m1.png
Cells faint in the background.
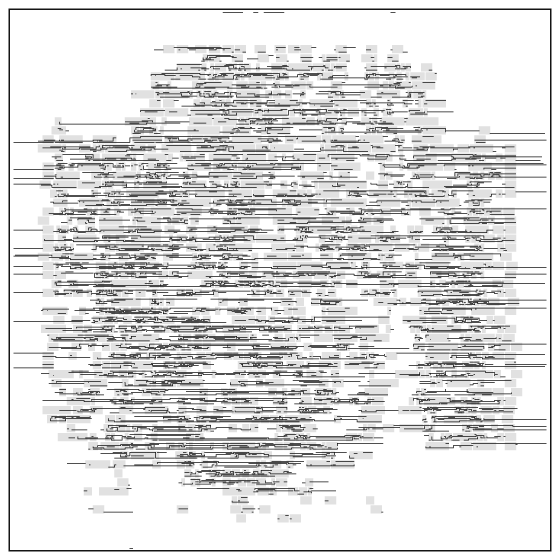
m2.png
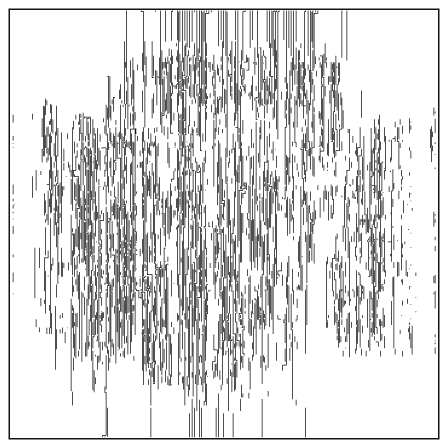
m4.png
Cells faint in the background.
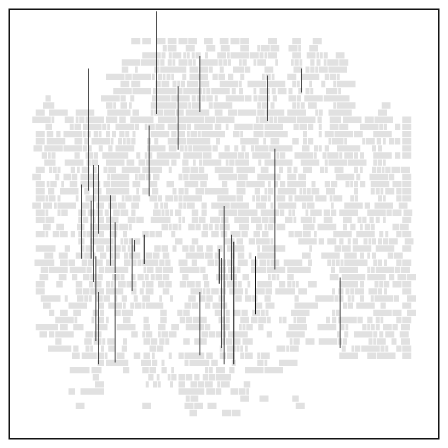
`src/rtl/stack_mem_if.sv`:
```
// Bundle between the memory-stage controller, the pipeline and the 2K x 16 data memory.
// slave is the controller's view; master is the pipeline/memory side.
interface stack_mem_if;
   logic        req_valid;
   logic [2:0]  req_op;
   logic [15:0] req_addr;
   logic [31:0] req_wdata;
   logic        req_ready;
   logic        rsp_valid;
   logic [31:0] rsp_rdata;
   logic        fault;
   logic [15:0] sp_out;
   logic        mem_read;
   logic        mem_write;
   logic [15:0] mem_addr;
   logic [15:0] mem_wdata;
   logic [15:0] mem_rdata;

   modport master (
      output req_valid, req_op, req_addr, req_wdata, mem_rdata,
      input  req_ready, rsp_valid, rsp_rdata, fault, sp_out,
             mem_read, mem_write, mem_addr, mem_wdata
   );

   modport slave (
      input  req_valid, req_op, req_addr, req_wdata, mem_rdata,
      output req_ready, rsp_valid, rsp_rdata, fault, sp_out,
             mem_read, mem_write, mem_addr, mem_wdata
   );
endinterface

```
`src/rtl/stack_mem_ctrl.sv`:
```
// Memory-stage initiator: turns load/store/stack requests into one or two
// range-checked word accesses and owns the downward-growing stack pointer.
module stack_mem_ctrl #(
   parameter logic [15:0] MEM_TOP  = 16'h07FF,
   parameter logic [15:0] SP_RESET = 16'h07FF
) (
   input  logic      clk,
   input  logic      rst,
   stack_mem_if.slave bus
);
   // state | meaning
   // IDLE  | ready for a request
   // ACC1  | first word access on the memory bus
   // ACC2  | second word access (CALL/RET only)
   // RESP  | rsp_valid pulse, fault set if the request was rejected
   typedef enum logic [1:0] {IDLE, ACC1, ACC2, RESP} state_t;

   localparam logic [2:0] OP_LOAD  = 3'd0;
   localparam logic [2:0] OP_STORE = 3'd1;
   localparam logic [2:0] OP_PUSH  = 3'd2;
   localparam logic [2:0] OP_POP   = 3'd3;
   localparam logic [2:0] OP_CALL  = 3'd4;
   localparam logic [2:0] OP_RET   = 3'd5;

   state_t      state_q, state_d;
   logic [15:0] sp_q, sp_d, sp_new_q, sp_new_d;
   logic        two_q, two_d;
   logic [15:0] addr2_q, addr2_d, wdata2_q, wdata2_d;
   logic [31:0] rdata_q, rdata_d;
   logic        fault_q, fault_d;
   logic        rd_q, rd_d, wr_q, wr_d;
   logic [15:0] addr_q, addr_d, wdata_q, wdata_d;

   // 17-bit arithmetic so a 16-bit wrap shows up in bit 16
   logic [16:0] s_p1, s_p2, s_m1, s_m2, a1, a2, sp_nx;
   logic [15:0] w1, w2;
   logic        is_rd, is_two, op_ok, addr_ok;

   function automatic logic in_range(input logic [16:0] a);
      return !a[16] && (a[15:0] <= MEM_TOP);
   endfunction

   always_comb begin
      s_p1   = {1'b0, sp_q} + 17'd1;
      s_p2   = {1'b0, sp_q} + 17'd2;
      s_m1   = {1'b0, sp_q} - 17'd1;
      s_m2   = {1'b0, sp_q} - 17'd2;
      a1     = {1'b0, bus.req_addr};
      a2     = '0;
      sp_nx  = {1'b0, sp_q};
      w1     = bus.req_wdata[15:0];
      w2     = '0;
      is_rd  = 1'b0;
      is_two = 1'b0;
      op_ok  = 1'b1;
      case (bus.req_op)
         OP_LOAD:  is_rd = 1'b1;
         OP_STORE: ;
         OP_PUSH:  begin a1 = {1'b0, sp_q}; sp_nx = s_m1; end
         OP_POP:   begin a1 = s_p1; sp_nx = s_p1; is_rd = 1'b1; end
         OP_CALL:  begin
            a1 = {1'b0, sp_q}; a2 = s_m1; sp_nx = s_m2; is_two = 1'b1;
            w1 = bus.req_wdata[31:16]; w2 = bus.req_wdata[15:0];
         end
         OP_RET:   begin a1 = s_p1; a2 = s_p2; sp_nx = s_p2; is_two = 1'b1; is_rd = 1'b1; end
         default:  op_ok = 1'b0;
      endcase
      addr_ok = op_ok && in_range(a1) && (!is_two || in_range(a2)) && !sp_nx[16];
   end

   always_comb begin
      state_d  = state_q;
      sp_d     = sp_q;
      sp_new_d = sp_new_q;
      two_d    = two_q;
      addr2_d  = addr2_q;
      wdata2_d = wdata2_q;
      rdata_d  = rdata_q;
      fault_d  = fault_q;
      rd_d     = rd_q;
      wr_d     = wr_q;
      addr_d   = addr_q;
      wdata_d  = wdata_q;
      case (state_q)
         IDLE: if (bus.req_valid) begin
            rdata_d = '0;
            fault_d = !addr_ok;
            if (addr_ok) begin
               state_d  = ACC1;
               rd_d     = is_rd;
               wr_d     = !is_rd;
               addr_d   = a1[15:0];
               wdata_d  = is_rd ? 16'h0 : w1;
               two_d    = is_two;
               addr2_d  = a2[15:0];
               wdata2_d = is_rd ? 16'h0 : w2;
               sp_new_d = sp_nx[15:0];
            end else begin
               state_d = RESP;
            end
         end
         ACC1: begin
            if (rd_q) rdata_d[15:0] = bus.mem_rdata;
            if (two_q) begin
               state_d = ACC2;
               addr_d  = addr2_q;
               wdata_d = wdata2_q;
            end else begin
               state_d = RESP;
               rd_d    = 1'b0;
               wr_d    = 1'b0;
               addr_d  = '0;
               wdata_d = '0;
               sp_d    = sp_new_q;
            end
         end
         ACC2: begin
            if (rd_q) rdata_d[31:16] = bus.mem_rdata;
            state_d = RESP;
            rd_d    = 1'b0;
            wr_d    = 1'b0;
            addr_d  = '0;
            wdata_d = '0;
            sp_d    = sp_new_q;
         end
         RESP: begin
            state_d = IDLE;
            fault_d = 1'b0;
         end
         default: state_d = IDLE;
      endcase
   end

   always_ff @(posedge clk) begin
      if (rst) begin
         state_q  <= IDLE;
         sp_q     <= SP_RESET;
         sp_new_q <= SP_RESET;
         two_q    <= 1'b0;
         addr2_q  <= '0;
         wdata2_q <= '0;
         rdata_q  <= '0;
         fault_q  <= 1'b0;
         rd_q     <= 1'b0;
         wr_q     <= 1'b0;
         addr_q   <= '0;
         wdata_q  <= '0;
      end else begin
         state_q  <= state_d;
         sp_q     <= sp_d;
         sp_new_q <= sp_new_d;
         two_q    <= two_d;
         addr2_q  <= addr2_d;
         wdata2_q <= wdata2_d;
         rdata_q  <= rdata_d;
         fault_q  <= fault_d;
         rd_q     <= rd_d;
         wr_q     <= wr_d;
         addr_q   <= addr_d;
         wdata_q  <= wdata_d;
      end
   end

   // rdata_q holds partial words during ACCn, so only expose it in RESP
   assign bus.req_ready = (state_q == IDLE);
   assign bus.rsp_valid = (state_q == RESP);
   assign bus.rsp_rdata = (state_q == RESP) ? rdata_q : 32'h0;
   assign bus.fault     = (state_q == RESP) && fault_q;
   assign bus.sp_out    = sp_q;
   assign bus.mem_read  = rd_q;
   assign bus.mem_write = wr_q;
   assign bus.mem_addr  = addr_q;
   assign bus.mem_wdata = wdata_q;
endmodule

```
`src/flat_wrapper.sv`:
```
// flat-port wrapper written by rule: the top's interface ports become plain ports
module stack_mem_ctrl_flat 
#(
   parameter logic [15:0] MEM_TOP  = 16'h07FF,
   parameter logic [15:0] SP_RESET = 16'h07FF
)
  (clk, rst, bus_req_valid, bus_req_op, bus_req_addr, bus_req_wdata, bus_mem_rdata, bus_req_ready, bus_rsp_valid, bus_rsp_rdata, bus_fault, bus_sp_out, bus_mem_read, bus_mem_write, bus_mem_addr, bus_mem_wdata);
  stack_mem_if bus_i ();
  input  logic clk;
  input  logic rst;
  input wire logic [$bits(bus_i.req_valid)-1:0] bus_req_valid;
  input wire logic [$bits(bus_i.req_op)-1:0] bus_req_op;
  input wire logic [$bits(bus_i.req_addr)-1:0] bus_req_addr;
  input wire logic [$bits(bus_i.req_wdata)-1:0] bus_req_wdata;
  input wire logic [$bits(bus_i.mem_rdata)-1:0] bus_mem_rdata;
  output wire logic [$bits(bus_i.req_ready)-1:0] bus_req_ready;
  output wire logic [$bits(bus_i.rsp_valid)-1:0] bus_rsp_valid;
  output wire logic [$bits(bus_i.rsp_rdata)-1:0] bus_rsp_rdata;
  output wire logic [$bits(bus_i.fault)-1:0] bus_fault;
  output wire logic [$bits(bus_i.sp_out)-1:0] bus_sp_out;
  output wire logic [$bits(bus_i.mem_read)-1:0] bus_mem_read;
  output wire logic [$bits(bus_i.mem_write)-1:0] bus_mem_write;
  output wire logic [$bits(bus_i.mem_addr)-1:0] bus_mem_addr;
  output wire logic [$bits(bus_i.mem_wdata)-1:0] bus_mem_wdata;
  assign bus_i.req_valid = bus_req_valid;
  assign bus_i.req_op = bus_req_op;
  assign bus_i.req_addr = bus_req_addr;
  assign bus_i.req_wdata = bus_req_wdata;
  assign bus_i.mem_rdata = bus_mem_rdata;
  assign bus_req_ready = bus_i.req_ready;
  assign bus_rsp_valid = bus_i.rsp_valid;
  assign bus_rsp_rdata = bus_i.rsp_rdata;
  assign bus_fault = bus_i.fault;
  assign bus_sp_out = bus_i.sp_out;
  assign bus_mem_read = bus_i.mem_read;
  assign bus_mem_write = bus_i.mem_write;
  assign bus_mem_addr = bus_i.mem_addr;
  assign bus_mem_wdata = bus_i.mem_wdata;
  stack_mem_ctrl #(.MEM_TOP(MEM_TOP), .SP_RESET(SP_RESET)) u_core (.clk(clk), .rst(rst), .bus(bus_i));
endmodule
```
`config.mk`:
```
export PLATFORM = sky130hd
export DESIGN_NAME = stack_mem_ctrl_flat
export DESIGN_NICKNAME = d
export VERILOG_FILES = /design/src/rtl/stack_mem_if.sv /design/src/rtl/stack_mem_ctrl.sv /design/src/flat_wrapper.sv
export SDC_FILE = /design/constraint.sdc
export NUM_CORES = 1
export LEC_CHECK = 0
export CORE_MARGIN = 8
export CORE_UTILIZATION = 35
export CTS_BUF_LIST = sky130_fd_sc_hd__clkbuf_8 sky130_fd_sc_hd__clkbuf_16
export CTS_CLUSTER_SIZE = 24
export DETAILED_ROUTE_END_ITERATION = 12
export PLACE_DENSITY = 0.66
export RECOVER_POWER = 50
export SYNTH_ARGS = -nofsm -noshare
export SYNTH_HDL_FRONTEND = slang
export SYNTH_SLANG_ARGS = --single-unit
```
`constraint.sdc`:
```
create_clock -name clk -period 2.89 [get_ports clk]
set_clock_uncertainty 0.1 [all_clocks]
set_input_delay 0.578 -clock clk [delete_from_list [all_inputs] [get_ports clk]]
set_output_delay 0.578 -clock clk [all_outputs]
set_load 0.01 [all_outputs]
```
==> deck_impl_summary.md <==
Synthesis and Place & Route Summary

Hold path
  – Min-Delay Path Class: register to register
  – Start point of the worst hold path: u_core.rdata_q[6]$_SDFFE_PP0P_
  – Terminating pin of the worst hold path: u_core.rdata_q[6]$_SDFFE_PP0P_

Yosys
  – Post-synthesis area per instance: 7.41 um2
  – Flops & latches, synth: 134
  – Cell count in the Yosys report: 1018
  – Top cells by count, synth: sky130_fd_sc_hd__nand2_1 (135), sky130_fd_sc_hd__dfxtp_1 (134), sky130_fd_sc_hd__a21oi_1 (129), sky130_fd_sc_hd__nor2_1 (96), sky130_fd_sc_hd__clkbuf_1 (84)
  – Synth cell types: 58
  – Net count after synthesis: 1097
  – Post-synthesis sequential area ratio: 35.6%
  – Synthesized-area fraction occupied by adder cells: 1.49%
  – Basic-gate share of the synthesized area counting and, or, nand and nor cells: 28.2%
  – Predominant post-synthesis flop cell: sky130_fd_sc_hd__dfxtp_1
  – Xor-xnor portion of the synthesized cell area: 4.65%
  – Main area contributors: sky130_fd_sc_hd__dfxtp_1 (36%), sky130_fd_sc_hd__a21oi_1 (8.6%), sky130_fd_sc_hd__nand2_1 (6.7%), sky130_fd_sc_hd__nand3_1 (5.1%), sky130_fd_sc_hd__nor2_1 (4.8%)
  – And-or/or-and share of the synthesized area: 22.5%
  – Mux share of post-synthesis cell area: 1.86%
  – Share of the synthesized area in the top cell type: 35.6%
  – Synthesized instance count: 1018
  – Most common cell in the synthesized netlist: sky130_fd_sc_hd__nand2_1
  – Number of enable-type register cells in the synthesized netlist: 0
  – Asr flop ratio synth: 0%
  – Comb area leader: simple AND/OR/NAND/NOR gates
  – Total number of yosys warnings: 0
  – Summed instance area of the synthesized netlist: 7540 um2

Drt
  – Wirelength per Cell: 19.0 um
  – Detailed router's first-iteration violation count: 517
  – 1st-pass router iterations: 5
  – Routed vias/inst: 5.55
  – DR top layer: met4
  – Met3 routed wirelength: 1740 um
  – DR WL met2: 14000 um
  – Post-route ant nets: 0
  – Met1 wire length: 12700 um

STA
  – Final tally of setup violations: 77
  – Final worst path period share: 105%
  – RSZ-0062 raised after global routing: yes
  – Post-route setup TNS: -5700 ps
  – Final worst slack: -153 ps
  – Minimum period implied by the final worst setup slack: 3040 ps

Cells and area
  – Total area of multi-input combinational cells: 4880 um2
  – Final cell area excluding filler cells: 11700 um2
  – Final Non-Filler Cells: 1540
  – Combined flip-flop and latch cell area: 2700 um2
  – Area growth from synthesis to final layout: 54.7%
  – NumNets Final: 1332
  – Flip-flop count of the largest register after layout: 32

Critical path
  – Critical path data arrival time: 3250 ps
  – CP endpoint: u_core.sp_new_q[3]$_SDFFE_PP1P_
  – Critical path, cell by cell: ha_4, nand3_4, or4_4, mux2i_2, nand4_1, or3_4, or3_4, buf_12, buf_12, a211o_1
  – Path type of the worst setup path: register to register
  – Slowest-stage cell, CP: sky130_fd_sc_hd__or4_4
  – Source of the worst register-to-register timing path: u_core.bus.sp_out[1]$_SDFFE_PP1P_
  – Length in cells of the worst reg-to-reg path: 10
  – Delay of the slowest cell on the worst path: 510 ps
  – Startpoint Class: register
  – Number of buffer and inverter instances along the worst setup path: 2
  – Cell depth of the worst setup path: 10

Global route
  – GRT Resource Usage Total: 21.1%
  – Met3 global-route usage: 3.92%
  – Met2 demand-to-capacity share in global routing: 35.2%
  – Vias in the first global route: 8346
  – Wire length of the first global-routing pass: 45200 um
  – Initial antenna violation count: 0
  – Routing layer with the top usage in global route: met2

Placed design
  – Final Wtd Congestion: 0.942
  – Total cell area at the placement stage: 10300 um2
  – Placed Cells incl. Taps: 1481
  – Buffers on Ports: 154

Die
  – Std cell rows: 53
  – Core utilization at floorplan: 35.8%
  – Boundary Pins: 155
  – Vertical die size: 163 um
  – Area of the core region: 21100 um2

CTS
  – Sinks on the clock net: 134
  – Hold buffer count at CTS: 0
  – Inserted Clock Buffers: 17
  – CTS HTree Levels: 4
  – Number of buffers on the longest clock path: 2
  – Cell at the root of the clock tree: sky130_fd_sc_hd__clkbuf_16
  – Clock-pin slew of the registers on the worst-case setup and hold paths: 60 ps

Flow run
  – Tally of max-capacitance violations: 0

Pwr
  – Total power of the final layout: 0.0109 W
  – Power density cells: 937 nW/um2

Status
  – Outcome: complete, but fails checks
  – Violated checks: negative setup slack
Back to the opening pictures, m1.png:
main direction = horizontal
wire length on this layer = 12700 um
share of all routed wire = 43%
longest straight run = 52.9 um
nets with wire on the layer = 1210

Back to the opening pictures, m2.png:
share of all routed wire = 48%
main direction = vertical

Back to the opening pictures, m4.png:
wire length on this layer = 762 um
nets with wire on the layer = 26
final wirelength: 29200 um
number of vias in the routed layout: 8541

## where the power goes
part	total [W]	internal (W)	switching [W]
logic	0.00633	0.00282	0.00351
clock network	0.00208	0.00127	0.000814
registers	0.00252	0.00224	0.000279
total	0.0109	0.00633	0.00460
## cell type report
type | instances | share of cell area (%)
Inverter | 10 | 0.322
Timing Repair Buffer | 314 | 26.9
Multi-Input combinational cell | 776 | 41.9
Tap cell | 275 | 2.95
Sequential cell | 134 | 23.2
Clock buffer | 18 | 3.77
Clock inverter | 13 | 1.02
## timing repair
item / CTS / global route
gates resized: 48 / 68
pin swaps: 12 / 27
cloned: 6 / 4
setup endpoints to repair: 85 / 85
setup buffers: 13 / 5
Power and IR drop assume default switching activity.
